[src/rtl/div_radix2_stall_if.sv]
`default_nettype none
// +----------------------------------------------------------------------+
// | div_radix2_stall_if : EX-stage divider request/stall/result bundle    |
// | Rev 1.0                                                              |
// +----------------------------------------------------------------------+
interface div_radix2_stall_if #(
    parameter int WIDTH = 32
);
    logic             div_enE;
    logic             signedE;
    logic [WIDTH-1:0] src_aE;
    logic [WIDTH-1:0] src_bE;
    logic             flushE;
    logic             stall_otherE;
    logic             div_stallE;
    logic             div_validE;
    logic [WIDTH-1:0] hiE;
    logic [WIDTH-1:0] loE;

    modport master (
        output div_enE, signedE, src_aE, src_bE, flushE, stall_otherE,
        input  div_stallE, div_validE, hiE, loE
    );

    modport slave (
        input  div_enE, signedE, src_aE, src_bE, flushE, stall_otherE,
        output div_stallE, div_validE, hiE, loE
    );
endinterface
`default_nettype wire

[src/rtl/div_radix2_stall.sv]
`default_nettype none
// +----------------------------------------------------------------------+
// | div_radix2_stall : multi-cycle restoring DIV/DIVU with stall handshake|
// | Rev 1.0                                                              |
// +----------------------------------------------------------------------+
module div_radix2_stall #(
    parameter int WIDTH = 32
) (
    input  logic                     clk,
    input  logic                     rst,
    div_radix2_stall_if.slave        bus
);
    localparam int        CW     = (WIDTH > 1) ? $clog2(WIDTH) : 1;
    localparam logic [1:0] S_IDLE = 2'd0;
    localparam logic [1:0] S_BUSY = 2'd1;
    localparam logic [1:0] S_DONE = 2'd2;

    logic [1:0]       state_q, state_d;
    logic [CW-1:0]    cnt_q, cnt_d;
    logic [WIDTH-1:0] rem_q, rem_d;
    logic [WIDTH-1:0] dvd_q, dvd_d;   // dividend shifts out MSB-first, quotient shifts in at LSB
    logic [WIDTH-1:0] dvs_q, dvs_d;
    logic             sq_q, sq_d;
    logic             sr_q, sr_d;
    logic [WIDTH-1:0] hi_q, hi_d;
    logic [WIDTH-1:0] lo_q, lo_d;

    logic             w_kill;
    logic             w_last;
    logic [WIDTH:0]   w_shift;
    logic [WIDTH:0]   w_diff;
    logic [WIDTH-1:0] w_rem_step;
    logic [WIDTH-1:0] w_quo_step;
    logic [WIDTH-1:0] w_abs_a;
    logic [WIDTH-1:0] w_abs_b;

    assign w_kill     = bus.flushE | ~bus.div_enE;
    assign w_last     = (cnt_q == CW'(WIDTH - 1));
    assign w_shift    = {rem_q, dvd_q[WIDTH-1]};
    assign w_diff     = w_shift - {1'b0, dvs_q};
    assign w_rem_step = w_diff[WIDTH] ? w_shift[WIDTH-1:0] : w_diff[WIDTH-1:0];
    assign w_quo_step = {dvd_q[WIDTH-2:0], ~w_diff[WIDTH]};
    assign w_abs_a    = (bus.signedE & bus.src_aE[WIDTH-1]) ? -bus.src_aE : bus.src_aE;
    assign w_abs_b    = (bus.signedE & bus.src_bE[WIDTH-1]) ? -bus.src_bE : bus.src_bE;

    // State register
    always_ff @(posedge clk) begin
        if (rst) begin
            state_q <= S_IDLE;
        end else begin
            state_q <= state_d;
        end
    end

    // Next-state logic: flush/abort outranks completion and hold
    always_comb begin
        state_d = state_q;
        case (state_q)
            S_IDLE: if (bus.div_enE & ~bus.flushE) state_d = S_BUSY;
            S_BUSY: begin
                if (w_kill)      state_d = S_IDLE;
                else if (w_last) state_d = S_DONE;
            end
            S_DONE: if (w_kill | ~bus.stall_otherE) state_d = S_IDLE;
            default: state_d = S_IDLE;
        endcase
    end

    // Outputs
    always_comb begin
        bus.div_stallE = bus.div_enE & ~bus.flushE &
                         ((state_q == S_IDLE) | (state_q == S_BUSY));
        bus.div_validE = (state_q == S_DONE);
        bus.hiE        = hi_q;
        bus.loE        = lo_q;
    end

    // Datapath next-state: operands latched every IDLE cycle, one step per BUSY cycle
    always_comb begin
        cnt_d = cnt_q;
        rem_d = rem_q;
        dvd_d = dvd_q;
        dvs_d = dvs_q;
        sq_d  = sq_q;
        sr_d  = sr_q;
        hi_d  = hi_q;
        lo_d  = lo_q;
        case (state_q)
            S_IDLE: begin
                cnt_d = '0;
                rem_d = '0;
                dvd_d = w_abs_a;
                dvs_d = w_abs_b;
                sq_d  = bus.signedE & (bus.src_aE[WIDTH-1] ^ bus.src_bE[WIDTH-1]);
                sr_d  = bus.signedE & bus.src_aE[WIDTH-1];
            end
            S_BUSY: begin
                if (!w_kill) begin
                    cnt_d = cnt_q + CW'(1);
                    rem_d = w_rem_step;
                    dvd_d = w_quo_step;
                    if (w_last) begin
                        lo_d = sq_q ? -w_quo_step : w_quo_step;
                        hi_d = sr_q ? -w_rem_step : w_rem_step;
                    end
                end
            end
            default: ;
        endcase
    end

    always_ff @(posedge clk) begin
        if (rst) begin
            cnt_q <= '0;
            rem_q <= '0;
            dvd_q <= '0;
            dvs_q <= '0;
            sq_q  <= 1'b0;
            sr_q  <= 1'b0;
            hi_q  <= '0;
            lo_q  <= '0;
        end else begin
            cnt_q <= cnt_d;
            rem_q <= rem_d;
            dvd_q <= dvd_d;
            dvs_q <= dvs_d;
            sq_q  <= sq_d;
            sr_q  <= sr_d;
            hi_q  <= hi_d;
            lo_q  <= lo_d;
        end
    end
endmodule
`default_nettype wire
[src/flat_wrapper.sv]
// flat-port wrapper written by rule: the top's interface ports become plain ports
module div_radix2_stall_flat 
#(
    parameter int WIDTH = 32
)
  (clk, rst, bus_div_enE, bus_signedE, bus_src_aE, bus_src_bE, bus_flushE, bus_stall_otherE, bus_div_stallE, bus_div_validE, bus_hiE, bus_loE);
  div_radix2_stall_if #(.WIDTH(WIDTH)) bus_i ();
  input  logic clk;
  input  logic rst;
  input wire logic [$bits(bus_i.div_enE)-1:0] bus_div_enE;
  input wire logic [$bits(bus_i.signedE)-1:0] bus_signedE;
  input wire logic [$bits(bus_i.src_aE)-1:0] bus_src_aE;
  input wire logic [$bits(bus_i.src_bE)-1:0] bus_src_bE;
  input wire logic [$bits(bus_i.flushE)-1:0] bus_flushE;
  input wire logic [$bits(bus_i.stall_otherE)-1:0] bus_stall_otherE;
  output wire logic [$bits(bus_i.div_stallE)-1:0] bus_div_stallE;
  output wire logic [$bits(bus_i.div_validE)-1:0] bus_div_validE;
  output wire logic [$bits(bus_i.hiE)-1:0] bus_hiE;
  output wire logic [$bits(bus_i.loE)-1:0] bus_loE;
  assign bus_i.div_enE = bus_div_enE;
  assign bus_i.signedE = bus_signedE;
  assign bus_i.src_aE = bus_src_aE;
  assign bus_i.src_bE = bus_src_bE;
  assign bus_i.flushE = bus_flushE;
  assign bus_i.stall_otherE = bus_stall_otherE;
  assign bus_div_stallE = bus_i.div_stallE;
  assign bus_div_validE = bus_i.div_validE;
  assign bus_hiE = bus_i.hiE;
  assign bus_loE = bus_i.loE;
  div_radix2_stall #(.WIDTH(WIDTH)) u_core (.clk(clk), .rst(rst), .bus(bus_i));
endmodule
[config.mk]
export PLATFORM = sky130hd
export DESIGN_NAME = div_radix2_stall_flat
export DESIGN_NICKNAME = d
export VERILOG_FILES = /design/src/rtl/div_radix2_stall_if.sv /design/src/rtl/div_radix2_stall.sv /design/src/flat_wrapper.sv
export SDC_FILE = /design/constraint.sdc
export NUM_CORES = 1
export LEC_CHECK = 0
export CAP_MARGIN = 20
export CORE_MARGIN = 2
export CORE_UTILIZATION = 36
export CTS_CLUSTER_SIZE = 16
export DETAILED_ROUTE_END_ITERATION = 10
export PLACE_DENSITY_LB_ADDON = 0.25
export SLEW_MARGIN = 0
export SYNTH_ARGS = -nofsm -noshare
export SYNTH_HDL_FRONTEND = slang
export SYNTH_SLANG_ARGS = --single-unit
export TNS_END_PERCENT = 10
[constraint.sdc]
create_clock -name clk -period 8.16 [get_ports clk]
set_clock_uncertainty 0.1 [all_clocks]
set_input_delay 0.816 -clock clk [delete_from_list [all_inputs] [get_ports clk]]
set_output_delay 0.816 -clock clk [all_outputs]
set_load 0.05 [all_outputs]
==> flow_summary.toml <==
# flow metrics
[yosys]
synthTopCellsByArea = "dfxtp_1, nor2_1, nand2_1, xor2_1, a211oi_1"
synth.mux.area_fraction = 0.0186
ys_area_um2 = 11700
ys.flop_type = "dfxtp_1"
ys.warnings.count = 0
logic_family = "AND-OR/OR-AND gates"
ys_sh_aoi = 0.278
synthAdderAreaFrac = 0.0425
postSynthNetCount = 1621
yosys.cell_count.top_type = "nor2_1"
yosysTopAreaCell = "dfxtp_1"
enable_flop_cells = 0

[timing]
setup_slack_ns = 2.27
worst_slew_pin_slew_ns = 1.01
rsz0062_at_grt = "no"
finalHoldViolCount = 0
final.period_utilization = 0.722

[power_and_ir_drop]
pwr-share-seq = 0.420
total_leakage_power_nw = 5.03
power.internal_mw = 1.44
pwr-share-clk = 0.398

[route]
ant_nets = 0
routed-via-count = 11500

[critical_path]
critical_path_buf_inv_count = 3
crit_fanout = 41
reg2reg_slack_ns = 2.27
worst-setup-path-type = "reg -> reg"
worst_path_max_delay_cell = "nor2_4"
arrival_ns = 6.11

[final_layout]
most-common-layout-cells = "nor2_1, nand2_1, dfxtp_1"
areaGrowthSynthToFinish_pct = 18.9
finalNonFillerCells = 1997
final.fill_count = 3207
antenna-diode-count = 0

[grt]
global_route.overflow_total = 0
grt_start_max_net_pins = 102
global_route.usage.met1 = 0.296
globalRoute.busiestLayer = "met2"

[status]
run_status = "finished clean"

[floorplan]
die_area_um2 = 33800
die_x_um = 184

[place]
placed_cell_area_um2 = 13200
dp.cells = 1962

[clock_tree]
cts.hold.buffers_added = 0
ctsHtreeMaxLevel = 4
cts_resized = 0

[hold_path]
timing.hold.worst.class = "reg -> reg"
worst reg2reg max path, delay by kind of cell, from the launching register on:
| family | cells | cell delay (ns) |
|---|---|---|
| AOI/OAI and AO/OA | 7 | 1.99 |
| adders and majority gates | 3 | 0.92 |
| buffers and inverters | 3 | 0.38 |
| DFF | 1 | 0.41 |
| and+or+nand+nor | 7 | 2.00 |
cells by family after synthesis:
family          Yosys count
simple gates            560
compound gates          450
flops                   169
buf+inv                 151
xor+xnor                123
fa+ha+maj                39
mux                      20
routing by layer:
layer	wire, um	vias to the layer above
met2	17200	356
met5	0	-
met4	975	0
met3	1940	50
li1	-	5669
met1	17200	5407
registers in the layout, indices dropped and copies added, names as in the netlist:
signal	cells
u_core.cnt_q	5
u_core.dvs_q	32
u_core.state_q	2
u_core.dvd_q	32
u_core.bus.loE	32
u_core.sq_q	1
u_core.rem_q	32
u_core.sr_q	1
u_core.bus.hiE	32
power by group through the flow:
stage                     clock (mW)  sequential [mW]  combinational, mW
final                          0.835            0.882              0.381
after global routing           0.886            0.886              0.418
after CTS                      0.852            0.882              0.373
after detailed placement           0            0.902              0.370
after global placement             0            0.900              0.369
after floorplan                    0            0.891              0.255
cell type report:
type	count	area, um2	share of cell area
multi-input combinational	1192	7680	0.554
sequential	169	3380	0.244
timing repair buffer	148	1500	0.108
tap	402	503	0.0363
clock buffer	18	439	0.0317
inverter	54	203	0.0146
clock inverter	14	153	0.0110
path summary, 6_finish.rpt:
path	start	endpoint	cells after the start
min	u_core.bus.hiE[9]	u_core.bus.hiE[9]	2
max reg2reg	u_core.dvd_q[31]	u_core.bus.hiE[26]	20
max	u_core.dvd_q[31]	u_core.bus.hiE[26]	20
min reg2reg	u_core.bus.hiE[9]	u_core.bus.hiE[9]	2
**The clock network**

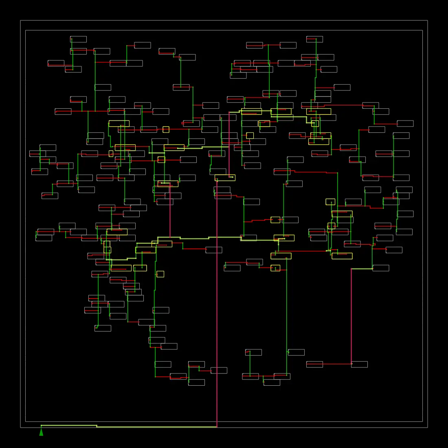
number of sinks driven by the clock tree: 169
clock latency on the worst-skew pair: 0.44 ns
layout clock buffer count: 18
power attributed to the clock group: 0.835 mW
final sequential cell count: 169

**Power grid**

Bar = 50 um. Pins as bars on the die edge.
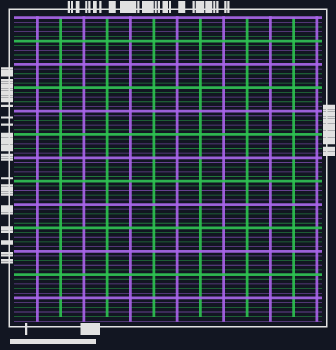
color	net
purple	VSS
green	VDD
rows	65
signal pins	136
met5 straps	13
met1 rails	66
met4 straps	13

Power figures rest on the tool's default switching activity, not on a simulated workload.
